**config.mk**
```make
export PLATFORM = sky130hd
export DESIGN_NAME = reaction_timer
export DESIGN_NICKNAME = d
export VERILOG_FILES = /design/src/rtl/reaction_timer.sv
export SDC_FILE = /design/constraint.sdc
export NUM_CORES = 1
export LEC_CHECK = 0
export CAP_MARGIN = 20
export CORE_ASPECT_RATIO = 0.7
export CORE_MARGIN = 4
export CORE_UTILIZATION = 58
export CTS_CLUSTER_DIAMETER = 150
export DETAILED_ROUTE_END_ITERATION = 8
export PLACE_DENSITY = 0.76
export SKIP_LAST_GASP = 1
export SLEW_MARGIN = 20
export SYNTH_ARGS = -nofsm -noshare
export SYNTH_HDL_FRONTEND = slang
export SYNTH_SLANG_ARGS = --single-unit
```
**constraint.sdc**
```tcl
create_clock -name clk -period 2.23 [get_ports clk]
set_clock_uncertainty 0.1 [all_clocks]
set_input_delay 0.5575 -clock clk [delete_from_list [all_inputs] [get_ports clk]]
set_output_delay 0.5575 -clock clk [all_outputs]
set_load 0.005 [all_outputs]
```
**src/rtl/reaction_timer.sv**
```systemverilog
// -----------------------------------------------------------------------------
// reaction_timer
//
// Reaction-time game core. A start press arms a pseudo-random delay. When the
// delay expires the GO LED lights and an N-digit BCD tenths counter runs until
// the stop button is pressed. A stop press during the delay is a foul and shows
// dashes on every digit. The score is shown on a time-multiplexed seven-segment
// display.
//
// Handshake: there are no valid/ready channels. Both buttons are level inputs,
// already synchronised to clk. Only a rise, meaning the input is high while its
// registered copy is low, is acted on. The rise and the resulting state change
// happen on the same posedge.
//
// Ports:
//   clk      in   system clock
//   rst_n    in   synchronous active-low reset
//   start    in   start button (level)
//   stop     in   stop button (level)
//   seg      out  segments {g,f,e,d,c,b,a}, active-high, registered
//   dig_idx  out  index of the digit currently shown on seg (0 = ones)
//   led_go   out  high only while in PLAY
//   state    out  FSM state: 0=IDLE, 1=WAIT, 2=PLAY, 3=FINISH
//   score    out  BCD digit registers, digit 0 in [3:0]
// -----------------------------------------------------------------------------
module reaction_timer #(
    parameter int DIGITS     = 2,
    parameter int TICK_DIV   = 2_000_000,
    parameter int MUX_DIV    = 4,
    parameter int DELAY_MIN  = 10,
    parameter int DELAY_BITS = 5,
    localparam int IDX_W     = (DIGITS > 1) ? $clog2(DIGITS) : 1
) (
    input  logic                  clk,
    input  logic                  rst_n,
    input  logic                  start,
    input  logic                  stop,
    output logic [6:0]            seg,
    output logic [IDX_W-1:0]      dig_idx,
    output logic                  led_go,
    output logic [1:0]            state,
    output logic [4*DIGITS-1:0]   score
);

    localparam int TC_W  = $clog2(TICK_DIV);
    localparam int MC_W  = (MUX_DIV > 1) ? $clog2(MUX_DIV) : 1;
    // Must hold DELAY_MIN + 2**DELAY_BITS - 1.
    localparam int DLY_W = $clog2(DELAY_MIN + (1 << DELAY_BITS));

    typedef enum logic [1:0] {
        S_IDLE   = 2'd0,
        S_WAIT   = 2'd1,
        S_PLAY   = 2'd2,
        S_FINISH = 2'd3
    } state_t;

    typedef logic [DIGITS-1:0][3:0] digits_t;

    state_t             state_q, state_d;
    digits_t            score_q, score_d;
    logic [7:0]         lfsr_q, lfsr_d;
    logic [TC_W-1:0]    tick_cnt_q, tick_cnt_d;
    logic [MC_W-1:0]    mux_cnt_q, mux_cnt_d;
    logic [IDX_W-1:0]   dig_idx_q, dig_idx_d;
    logic [DLY_W-1:0]   delay_q, delay_d;
    logic [6:0]         seg_q, seg_d;
    logic               start_q, stop_q;

    logic               start_rise, stop_rise;
    logic               tick;
    logic               mux_last;
    digits_t            score_inc;
    logic               all_nines;

    function automatic logic [6:0] seg_decode(input logic [3:0] d);
        logic [6:0] s;
        case (d)
            4'h0:    s = 7'b0111111;
            4'h1:    s = 7'b0000110;
            4'h2:    s = 7'b1011011;
            4'h3:    s = 7'b1001111;
            4'h4:    s = 7'b1100110;
            4'h5:    s = 7'b1101101;
            4'h6:    s = 7'b1111101;
            4'h7:    s = 7'b0000111;
            4'h8:    s = 7'b1111111;
            4'h9:    s = 7'b1101111;
            4'hE:    s = 7'b1000000; // dash, shown on a foul
            default: s = 7'b0000000; // blank (4'hF and unused codes)
        endcase
        return s;
    endfunction

    assign start_rise = start & ~start_q;
    assign stop_rise  = stop & ~stop_q;
    assign tick       = (tick_cnt_q == TC_W'(TICK_DIV - 1));
    assign mux_last   = (mux_cnt_q == MC_W'(MUX_DIV - 1));

    // BCD increment with ripple carry. all_nines blocks the increment so the
    // score saturates instead of wrapping.
    always_comb begin
        logic carry;
        score_inc = score_q;
        all_nines = 1'b1;
        carry     = 1'b1;
        for (int i = 0; i < DIGITS; i++) begin
            if (score_q[i] != 4'd9) begin
                all_nines = 1'b0;
            end
            if (carry) begin
                if (score_q[i] == 4'd9) begin
                    score_inc[i] = 4'd0;
                end else begin
                    score_inc[i] = score_q[i] + 4'd1;
                    carry        = 1'b0;
                end
            end
        end
    end

    // Next-state and datapath logic.
    always_comb begin
        state_d    = state_q;
        score_d    = score_q;
        delay_d    = delay_q;
        // Fibonacci LFSR, x^8+x^6+x^5+x^4+1. It leaves 8'h01 at reset and
        // never reaches zero.
        lfsr_d     = {lfsr_q[6:0], lfsr_q[7] ^ lfsr_q[5] ^ lfsr_q[4] ^ lfsr_q[3]};
        tick_cnt_d = tick ? '0 : tick_cnt_q + TC_W'(1);
        mux_cnt_d  = mux_last ? '0 : mux_cnt_q + MC_W'(1);
        dig_idx_d  = dig_idx_q;
        if (mux_last) begin
            dig_idx_d = (dig_idx_q == IDX_W'(DIGITS - 1)) ? '0 : dig_idx_q + IDX_W'(1);
        end
        seg_d      = seg_decode(score_q[dig_idx_q]);

        case (state_q)
            S_IDLE: begin
                score_d = '1;
                if (start_rise) begin
                    state_d    = S_WAIT;
                    delay_d    = DLY_W'(DELAY_MIN)
                               + {{(DLY_W - DELAY_BITS){1'b0}}, lfsr_q[DELAY_BITS-1:0]};
                    tick_cnt_d = '0;
                end
            end
            S_WAIT: begin
                score_d = '1;
                // A foul wins over a tick that lands in the same cycle.
                if (stop_rise) begin
                    state_d = S_FINISH;
                    score_d = {DIGITS{4'hE}};
                end else if (tick) begin
                    if (delay_q == DLY_W'(1)) begin
                        state_d    = S_PLAY;
                        score_d    = '0;
                        tick_cnt_d = '0;
                    end else begin
                        delay_d = delay_q - DLY_W'(1);
                    end
                end
            end
            S_PLAY: begin
                // A tick in the same cycle as the stop rise is not counted.
                if (stop_rise) begin
                    state_d = S_FINISH;
                end else if (tick && !all_nines) begin
                    score_d = score_inc;
                end
            end
            S_FINISH: begin
                if (start_rise) begin
                    state_d = S_IDLE;
                    score_d = '1;
                end
            end
            default: begin
                state_d = S_IDLE;
                score_d = '1;
            end
        endcase
    end

    always_ff @(posedge clk) begin
        if (!rst_n) begin
            state_q    <= S_IDLE;
            score_q    <= '1;
            delay_q    <= '0;
            lfsr_q     <= 8'h01;
            tick_cnt_q <= '0;
            mux_cnt_q  <= '0;
            dig_idx_q  <= '0;
            seg_q      <= '0;
            start_q    <= 1'b0;
            stop_q     <= 1'b0;
        end else begin
            state_q    <= state_d;
            score_q    <= score_d;
            delay_q    <= delay_d;
            lfsr_q     <= lfsr_d;
            tick_cnt_q <= tick_cnt_d;
            mux_cnt_q  <= mux_cnt_d;
            dig_idx_q  <= dig_idx_d;
            seg_q      <= seg_d;
            start_q    <= start;
            stop_q     <= stop;
        end
    end

    assign seg     = seg_q;
    assign dig_idx = dig_idx_q;
    assign led_go  = (state_q == S_PLAY);
    assign state   = state_q;
    assign score   = score_q;

endmodule

```
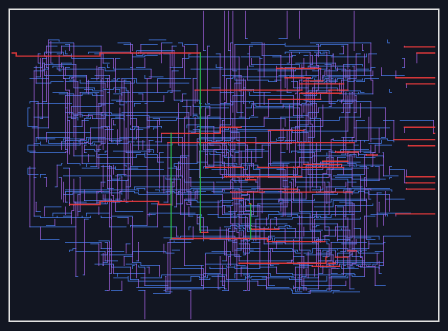
Figure 1: routed metal, one color a layer.
layer	color	wire length
metal 3	red	461 um
metal 4	green	70.0 um
metal 2	purple	2770 um
metal 1	blue	3290 um
Tot GR Track Use: 22.75%
routed len/inst: 14.06 um
total detailed-routing wirelength: 6592 um

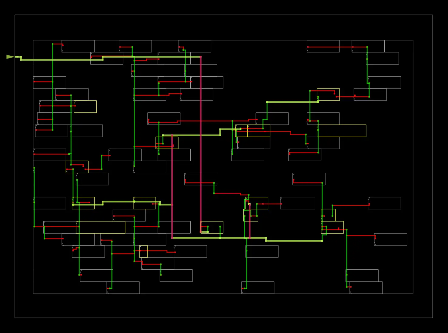
Figure 2: clock wiring as the flow saved it.
number of clock buffers in the layout: 10
flip-flops: 57

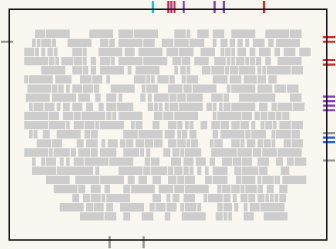
Figure 3: pin placement.
Pins as bars across the die edge, other pins in gray.
port	color	pins	direction	edge
`seg`	red	7	output	4 east, 3 north
`state`	blue	2	output	east
`score`	purple	8	output	4 north, 4 east
`dig_idx`	cyan	1	output	north
all pins by edge	12 east, 8 north, 2 south, 1 west

==> impl_metrics.xml <==
<?xml version="1.0" encoding="UTF-8"?>
<metrics>
  <group name="synthesis">
    <metric name="ys.flops" unit="">57</metric>
    <metric name="post_synthesis_area_per_instance" unit="sq um">8.601</metric>
    <metric name="yosys_area" unit="sq um">3010</metric>
    <metric name="post-synth-top-count-cell" unit="">sky130_fd_sc_hd__dfxtp_1</metric>
    <metric name="netlist-cell-type-count" unit="">49</metric>
    <metric name="dominant_flop_cell" unit="">sky130_fd_sc_hd__dfxtp_1</metric>
    <metric name="synth_seq_share" unit="%">37.91</metric>
    <metric name="yosysTopAreaCell" unit="">sky130_fd_sc_hd__dfxtp_1</metric>
  </group>
  <group name="clock_network">
    <metric name="clock_latency_late_sink" unit="ns">0.34</metric>
    <metric name="clock_sinks" unit="">57</metric>
    <metric name="clkSlewWorstSetupHoldPaths" unit="ns">0.07</metric>
    <metric name="clock_tree.buffer_depth" unit="">2</metric>
    <metric name="clock_tree_from_tritoncts" unit="">done</metric>
    <metric name="num_cts_buffers" unit="">9</metric>
    <metric name="postCtsHoldBufs" unit="">0</metric>
    <metric name="ctsResizeCount" unit="">0</metric>
    <metric name="cts_max_level" unit="">3</metric>
  </group>
  <group name="final_timing">
    <metric name="fin_crit" unit="ns">2.125</metric>
    <metric name="rsz0062_at_grt" unit="">no</metric>
    <metric name="final-max-slew-violation-count" unit="">0</metric>
    <metric name="timing.slew.headroom" unit="%">66.11</metric>
    <metric name="max_clock_freq" unit="MHz">470.6</metric>
  </group>
  <group name="floorplan">
    <metric name="die_width" unit="um">94.11</metric>
    <metric name="boundaryPins" unit="">23</metric>
    <metric name="placement_rows" unit="">21</metric>
  </group>
  <group name="routing">
    <metric name="first_iter_violations" unit="">192</metric>
    <metric name="detailedRoute.firstPassIterationCount" unit="">4</metric>
    <metric name="post_route_ant_nets" unit="">0</metric>
    <metric name="vias" unit="">2592</metric>
    <metric name="remaining_drc_errors" unit="">0</metric>
    <metric name="viasPerCell" unit="">5.527</metric>
  </group>
  <group name="setup_path">
    <metric name="regToRegStartpoint" unit="">tick_cnt_q[7]$_SDFF_PN0_</metric>
    <metric name="cpMaxStageDelayCell" unit="">sky130_fd_sc_hd__or4b_4</metric>
    <metric name="timing.critical_path.to" unit="">score[7]$_SDFFE_PN1P_</metric>
    <metric name="r2r.worst_path.cells" unit="">5</metric>
    <metric name="setup.worst_path.start" unit="">stop</metric>
    <metric name="worstSetupEndpointType" unit="">flip-flop</metric>
    <metric name="worstPathCellList" unit="">clkdlybuf4s50_1 -&gt; nand2b_1 -&gt; nand4_2 -&gt; or4b_4 -&gt; o311ai_1 -&gt; o211ai_1</metric>
    <metric name="crit-reg2reg-capture" unit="">score[7]$_SDFFE_PN1P_</metric>
    <metric name="required" unit="ns">2.34</metric>
    <metric name="worst_ep_arrival_time" unit="ns">2.23</metric>
    <metric name="criticalPathCategory" unit="">in2reg</metric>
  </group>
  <group name="hold_path">
    <metric name="hold_depth" unit="">1</metric>
    <metric name="hold-path-endpoint" unit="">mux_cnt_q[0]$_SDFF_PP0_</metric>
  </group>
  <group name="pwr">
    <metric name="totalPowerFinal" unit="mW">4.008</metric>
    <metric name="leakage" unit="nW">1.493</metric>
    <metric name="p_per_area" unit="nW/um^2">1088</metric>
  </group>
  <group name="finish">
    <metric name="post_route_cells_drive_above_1_share" unit="%">12.75</metric>
    <metric name="final_core_utilization" unit="%">75.37</metric>
    <metric name="final_net_count" unit="">418</metric>
    <metric name="mostFrequentLayoutCells" unit="">56 x sky130_fd_sc_hd__dfxtp_1, 46 x sky130_fd_sc_hd__nor2_1, 30 x sky130_fd_sc_hd__nand2_1</metric>
    <metric name="final_design_area_no_fill" unit="sq um">3684</metric>
  </group>
  <group name="global_route">
    <metric name="antenna_found_initial" unit="">0</metric>
    <metric name="global_route_wire_length_before_repair" unit="um">11320</metric>
    <metric name="grt_start_max_net_pins" unit="">21</metric>
  </group>
  <group name="outcome">
    <metric name="run_status" unit="">completed</metric>
  </group>
  <group name="placement">
    <metric name="gp_congestion" unit="">0.8717</metric>
  </group>
</metrics>
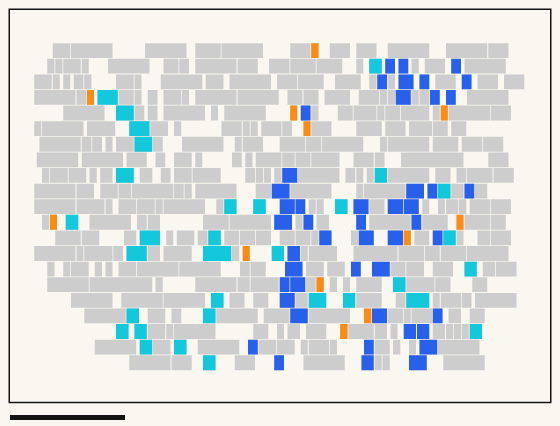
Figure 4: selected gate families.
Scale bar: 20 um.
family	color	cells	most used
aoi and oai cells	blue	47	o21ai_0
and/or cells	cyan	32	and2_1
inv cells	orange	12	inv_1
fin cells: 469
logic share of the area: 48.03%
most used logic cell in the final layout: sky130_fd_sc_hd__dfxtp_1

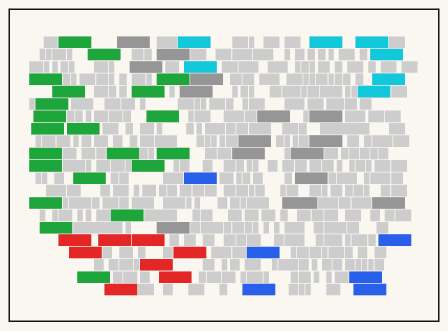
Figure 5: register map, names as in the netlist.
Other sequential cells in the stronger gray, the rest of the logic in the fainter gray.
netlist name	color	sequential cells
`lfsr_q`	red	8
`tick_cnt_q`	green	21
`seg`	cyan	7
`delay_q`	blue	6
sequential share of cell area: 31.01%
sequential cell area in the final layout: 1142 sq um
sequential power: 1.28 mW

-- sequential cells by signal, summed over array words and instances, names as in the netlist --
| signal | count |
|---|---|
| delay_q | 6 |
| dig_idx | 1 |
| state | 2 |
| lfsr_q | 8 |
| seg | 7 |
| stop_q | 1 |
| start_q | 1 |
| score | 8 |
| mux_cnt_q | 2 |
| tick_cnt_q | 21 |
-- kinds of logic (layout without fill, tap and decap cells) --
family / Yosys count / count (layout) / share of synthesized area, %
xor+xnor: 25 / 25 / 7.273
fa+ha+maj: 19 / 19 / 7.897
buf+inv: 24 / 74 / 3.532
flops: 57 / 57 / 37.91
compound gates: 52 / 52 / 11.39
simple gates: 160 / 160 / 27.60
mux: 13 / 13 / 4.406
-- power breakdown --
part | internal (mW) | total (mW) | switching (mW)
clock network | 0.663 | 1.10 | 0.437
registers | 1.16 | 1.28 | 0.112
logic | 0.755 | 1.63 | 0.877
total | 2.58 | 4.01 | 1.43
-- cell type report --
class / instances / area, sq um / share of cell area (%)
clock buffers: 10 / 137.6 / 3.736
clock inverters: 6 / 90.09 / 2.446
inverters: 12 / 45.04 / 1.223
multi-input cells: 269 / 1769 / 48.03
flip-flops and latches: 57 / 1142 / 31.01
well taps: 69 / 86.33 / 2.344
repair buffers: 46 / 412.9 / 11.21
-- metal layers --
| metal | track usage (%) | share of wire, % | up-vias |
|---|---|---|---|
| met5 | 0 | 0 | - |
| met1 | 31.56 | 50 | 1178 |
| met2 | 34.22 | 42 | 79 |
| met4 | 7.748 | 1.1 | 0 |
| met3 | 6.264 | 7.0 | 7 |
| li1 | - | - | 1328 |
-- critical path: cells and delay by family --
kind	cells	cell delay, ns
buf+inv	1	0.43
compound gates	2	0.46
simple gates	3	0.78
Power is estimated from default activity; no workload was simulated.
